===== config.mk =====
export PLATFORM = sky130hd
export DESIGN_NAME = rca_error_monitor
export DESIGN_NICKNAME = d
export VERILOG_FILES = /design/src/rtl/rca_error_monitor.sv
export SDC_FILE = /design/constraint.sdc
export NUM_CORES = 1
export LEC_CHECK = 0
export CAP_MARGIN = 20
export CORE_ASPECT_RATIO = 1.5
export CORE_MARGIN = 2
export CORE_UTILIZATION = 45
export DETAILED_ROUTE_END_ITERATION = 10
export HOLD_SLACK_MARGIN = 0.06
export PLACE_DENSITY = 0.69
export SLEW_MARGIN = 20
export SYNTH_ARGS = -nofsm -noshare
export SYNTH_HDL_FRONTEND = slang
export SYNTH_SLANG_ARGS = --single-unit

===== constraint.sdc =====
create_clock -name clk -period 5.57 [get_ports clk]
set_input_delay 0.557 -clock clk [delete_from_list [all_inputs] [get_ports clk]]
set_output_delay 0.557 -clock clk [all_outputs]
set_load 0.02 [all_outputs]

===== src/rtl/rca_error_monitor.sv =====
// rca_error_monitor
// Streaming error-metric collector for an approximate ripple-carry adder.
// Each accepted beat is re-added exactly (stage 1). Its error distance is
// then folded into the window statistics (stage 2): the erroneous-sample
// count, the saturating ED sum and, optionally, the maximum ED. After WINDOW
// accepted samples the result is offered on a valid/ready handshake.
//
// Build option: define RCA_ERRMON_MAXED_EN to build the max-ED tracker;
// without it ed_max is tied to zero.

module rca_error_monitor #(
    parameter int N      = 8,
    parameter int WINDOW = 256,
    parameter int CNT_W  = 16,
    parameter int ACC_W  = 24
) (
    input  logic             clk,
    input  logic             rst_n,
    input  logic             start,
    input  logic             in_valid,
    output logic             in_ready,
    input  logic [N-1:0]     a,
    input  logic [N-1:0]     b,
    input  logic             cin,
    input  logic [N-1:0]     sum_apx,
    input  logic             cout_apx,
    output logic             res_valid,
    input  logic             res_ready,
    output logic [CNT_W-1:0] err_cnt,
    output logic [ACC_W-1:0] ed_sum,
    output logic [N:0]       ed_max,
    output logic             sat,
    output logic             busy
);

    typedef enum logic [1:0] {
        S_IDLE  = 2'd0,
        S_ACCUM = 2'd1,
        S_DRAIN = 2'd2,
        S_DONE  = 2'd3
    } state_t;

    // Sample index of the final beat in a window.
    localparam logic [CNT_W-1:0] LAST_IDX = CNT_W'(WINDOW - 1);

    // Unsigned distance between two N+1-bit values: compare, then subtract
    // the smaller from the larger so no sign bit is needed.
    function automatic logic [N:0] abs_diff(input logic [N:0] x, input logic [N:0] y);
        logic [N:0] d;
        if (x >= y) begin
            d = x - y;
        end else begin
            d = y - x;
        end
        return d;
    endfunction

    state_t             state_r;
    state_t             state_s;
    logic               accept_s;
    logic               start_idle_s;
    logic               last_beat_s;
    logic [CNT_W-1:0]   smp_cnt_r;
    logic               s1_vld_r;
    logic [N:0]         exact_r;
    logic [N:0]         apx_r;
    logic [N:0]         exact_s;
    logic [N:0]         ed_s;
    logic [ACC_W:0]     sum_wide_s;
    logic [ACC_W-1:0]   sum_nxt_s;
    logic               ovf_s;
    logic [CNT_W-1:0]   err_cnt_r;
    logic [ACC_W-1:0]   ed_sum_r;
    logic               sat_r;

    // Handshake decodes come straight from the state register so in_ready
    // never depends combinationally on in_valid.
    assign accept_s     = in_valid & (state_r == S_ACCUM);
    assign start_idle_s = start & (state_r == S_IDLE);
    assign last_beat_s  = accept_s & (smp_cnt_r == LAST_IDX);
    assign exact_s      = {1'b0, a} + {1'b0, b} + {{N{1'b0}}, cin};

    assign in_ready  = (state_r == S_ACCUM);
    assign busy      = (state_r != S_IDLE);
    assign res_valid = (state_r == S_DONE);
    assign err_cnt   = err_cnt_r;
    assign ed_sum    = ed_sum_r;
    assign sat       = sat_r;

    // Measurement control state register.
    always_ff @(posedge clk or negedge rst_n) begin
        if (!rst_n) begin
            state_r <= S_IDLE;
        end else begin
            state_r <= state_s;
        end
    end

    // Next-state decode; DRAIN lasts exactly one edge so stage 2 absorbs the last sample.
    always_comb begin
        state_s = state_r;
        case (state_r)
            S_IDLE: begin
                if (start) begin
                    state_s = S_ACCUM;
                end else begin
                    state_s = S_IDLE;
                end
            end
            S_ACCUM: begin
                if (last_beat_s) begin
                    state_s = S_DRAIN;
                end else begin
                    state_s = S_ACCUM;
                end
            end
            S_DRAIN: begin
                state_s = S_DONE;
            end
            S_DONE: begin
                if (res_ready) begin
                    state_s = S_IDLE;
                end else begin
                    state_s = S_DONE;
                end
            end
            default: begin
                state_s = S_IDLE;
            end
        endcase
    end

    // Accepted-beat counter; bubbles leave it untouched.
    always_ff @(posedge clk or negedge rst_n) begin
        if (!rst_n) begin
            smp_cnt_r <= {CNT_W{1'b0}};
        end else if (start_idle_s) begin
            smp_cnt_r <= {CNT_W{1'b0}};
        end else if (accept_s) begin
            smp_cnt_r <= smp_cnt_r + {{(CNT_W-1){1'b0}}, 1'b1};
        end else begin
            smp_cnt_r <= smp_cnt_r;
        end
    end

    // Stage 1: capture the exact and approximate results of each accepted beat.
    always_ff @(posedge clk or negedge rst_n) begin
        if (!rst_n) begin
            s1_vld_r <= 1'b0;
            exact_r  <= {(N+1){1'b0}};
            apx_r    <= {(N+1){1'b0}};
        end else if (accept_s) begin
            s1_vld_r <= 1'b1;
            exact_r  <= exact_s;
            apx_r    <= {cout_apx, sum_apx};
        end else begin
            s1_vld_r <= 1'b0;
            exact_r  <= exact_r;
            apx_r    <= apx_r;
        end
    end

    // Stage 2 arithmetic: error distance and the saturating running sum.
    always_comb begin
        ed_s       = abs_diff(exact_r, apx_r);
        sum_wide_s = {1'b0, ed_sum_r} + {{(ACC_W-N){1'b0}}, ed_s};
        if (sum_wide_s[ACC_W]) begin
            sum_nxt_s = {ACC_W{1'b1}};
            ovf_s     = 1'b1;
        end else begin
            sum_nxt_s = sum_wide_s[ACC_W-1:0];
            ovf_s     = 1'b0;
        end
    end

    // Stage 2 accumulators: error count, ED sum and sticky saturation flag.
    always_ff @(posedge clk or negedge rst_n) begin
        if (!rst_n) begin
            err_cnt_r <= {CNT_W{1'b0}};
            ed_sum_r  <= {ACC_W{1'b0}};
            sat_r     <= 1'b0;
        end else if (start_idle_s) begin
            err_cnt_r <= {CNT_W{1'b0}};
            ed_sum_r  <= {ACC_W{1'b0}};
            sat_r     <= 1'b0;
        end else if (s1_vld_r) begin
            err_cnt_r <= err_cnt_r + {{(CNT_W-1){1'b0}}, (ed_s != {(N+1){1'b0}})};
            ed_sum_r  <= sum_nxt_s;
            sat_r     <= sat_r | ovf_s;
        end else begin
            err_cnt_r <= err_cnt_r;
            ed_sum_r  <= ed_sum_r;
            sat_r     <= sat_r;
        end
    end

`ifdef RCA_ERRMON_MAXED_EN
    logic [N:0] ed_max_r;

    // Largest error distance seen in the current window.
    always_ff @(posedge clk or negedge rst_n) begin
        if (!rst_n) begin
            ed_max_r <= {(N+1){1'b0}};
        end else if (start_idle_s) begin
            ed_max_r <= {(N+1){1'b0}};
        end else if (s1_vld_r && (ed_s > ed_max_r)) begin
            ed_max_r <= ed_s;
        end else begin
            ed_max_r <= ed_max_r;
        end
    end

    assign ed_max = ed_max_r;
`else
    assign ed_max = {(N+1){1'b0}};
`endif

endmodule


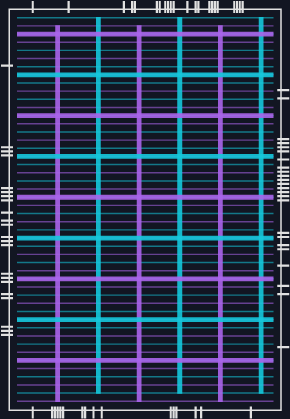
**Above:** supply network.
(3 px per um) Pins as bars on the die edge.
- cyan: VDD
- purple: VSS
- met1 rails: 48
- met4 straps: 6

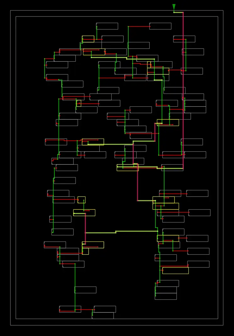
**Above:** the clock network.
clock network latency to the later pin of the worst-skew pair: 0.34 ns
number of clock buffers inserted by TritonCTS: 9
clock sink count: 78
clock buffer count: 11
clock network power: 0.634 mW

==> flow_summary.ini <==
; generated from flow reports
[die]
io_pins = 84
core_util_floorplan_pct = 45.7
core_um2 = 10900
floorplan.rows = 47
dieWidth_um = 90.1
die_area_um2 = 12000

[clock_network]
post_cts_resize_count = 0
hold_buffers = 0
cts_htree_levels = 3
cts-root-buf = sky130_fd_sc_hd__clkbuf_16

[logic_synthesis]
yosysUniqueCellTypes = 51
synth.ff_latch_count = 78
ys_area_um2 = 5000
count_of_flip_flops_with_a_built_in_enable_after_synthesis = 0
synth.area.top_cells = sky130_fd_sc_hd__dfrtp_1 (39%), sky130_fd_sc_hd__ha_1 (9.0%), sky130_fd_sc_hd__o21ai_0 (5.1%)
post-synth-top-area-fraction_pct = 39.0
cells_in_synth_stat_txt = 547
most_used_flip_flop_cell_after_synthesis = sky130_fd_sc_hd__dfrtp_1
cell_types_with_the_highest_counts_after_synthesis = sky130_fd_sc_hd__dfrtp_1 (78), sky130_fd_sc_hd__nand2_1 (56), sky130_fd_sc_hd__o21ai_0 (51)
yosys.stat.seqShare_pct = 39.0
postSynthAreaPerCell_um2 = 9.14

[pwr]
comb_cell_power_mw = 1.52
power.share.switching_pct = 39.4
power_report.internal_total_mw = 1.86
power_frac_comb_pct = 49.4
total_switching_power_mw = 1.21
power_leakage_nw = 2.78
power_mw = 3.08
seq_cell_power_mw = 0.923
clock_network_fraction_of_design_power_pct = 20.6

[final_timing]
unrepaired_setup_endpoints_after_global_routing = no
relSlewSlack_pct = 32.2
fmaxAchievable_mhz = 208
setup_viol_count_final = 0
layout_min_cycle_time_ns = 4.81
timing.final.max_slew_violations = 0
timing.setup.tns_ns = 0
min_period_over_period_pct = 86.4
max_slew.worst_pin.slew_ns = 1.02
final.setup_skew_ns = 0.00737
final_layout_worst_hold_slack_ns = 0.356
setup_ws_ns = 0.759
final_hold_viol_count = 0

[setup_path]
worst-r2r-setup-slack_ns = 0.76
crit_family = simple AND/OR/NAND/NOR gates
worstSetupStartpoint = exact_r[1]
length_in_cells_of_the_worst_reg_to_reg_path = 18
timing.critical_path.slowest_stage_cell = sky130_fd_sc_hd__nand4_1
cp_num_buf_inv = 2
timing.critical_path.to_type = flip-flop
cp.required_ns = 5.81
endpoint = ed_sum[14]
r2r_start = exact_r[1]
timing.critical_path.from_type = flip-flop
critical_path_class = flip-flop to flip-flop

[placed_design]
dp_hpwl_um = 7600
placed_cells = 749
port-buffer-count = 74
gp_congestion = 0.843
detailed_place.area_um2 = 5800

[drt]
via_per_inst = 5.17
route.antenna.remaining_nets = 0
routed_wl_um = 10100
routedWlPerCell_um = 13.2
drt_first_iter_violations = 120
route.detailed.drc = 0

[final_layout]
layout.cells.non_filler = 765
antennaDiodeCount = 0
final_core_util_pct = 56.0
largest_reg_flops = 24
drive_above_1_share_pct = 4.37
final_nets = 685
finish.instance_area_um2 = 6120

[worst_hold_path]
worstHoldPathType = input pin to async pin

[status]
outcome = finished clean

[global_route]
grt_pass1_vias = 3990
global_route_wire_length_before_repair_um = 17600
antenna_found_initial = 0

[job]
openroad.warnings = 34
==> logic make-up after synthesis <==
logic type               count (synthesis)  synth area share, %
AND-OR/OR-AND                          102                 12.2
flip-flops                              78                 39.0
XOR/XNOR                                54                 9.45
buffers and inverters                   71                 6.53
multiplexers                            21                 4.25
AND/OR/NAND/NOR                        179                 17.4
adder cells (fa/ha/maj)                 41                 11.0
other                                    1               0.0750
==> metal layers <==
metal	part of all wire (%)	GRT usage, %	wire length, um
met1	43	20.7	4290
met2	53	31.9	5300
met3	3.8	3.85	381
met4	1.2	6.24	120
met5	0	0	0
==> area by class of cell <==
type / count / area [um^2]
clock buffer: 11 / 243
clock inverter: 5 / 81.3
fill: 989 / 4810
inverter: 42 / 158
multi-input combinational: 406 / 2750
sequential: 78 / 1950
tap: 147 / 184
timing repair buffer: 76 / 753
Power is estimated from default activity; no workload was simulated.
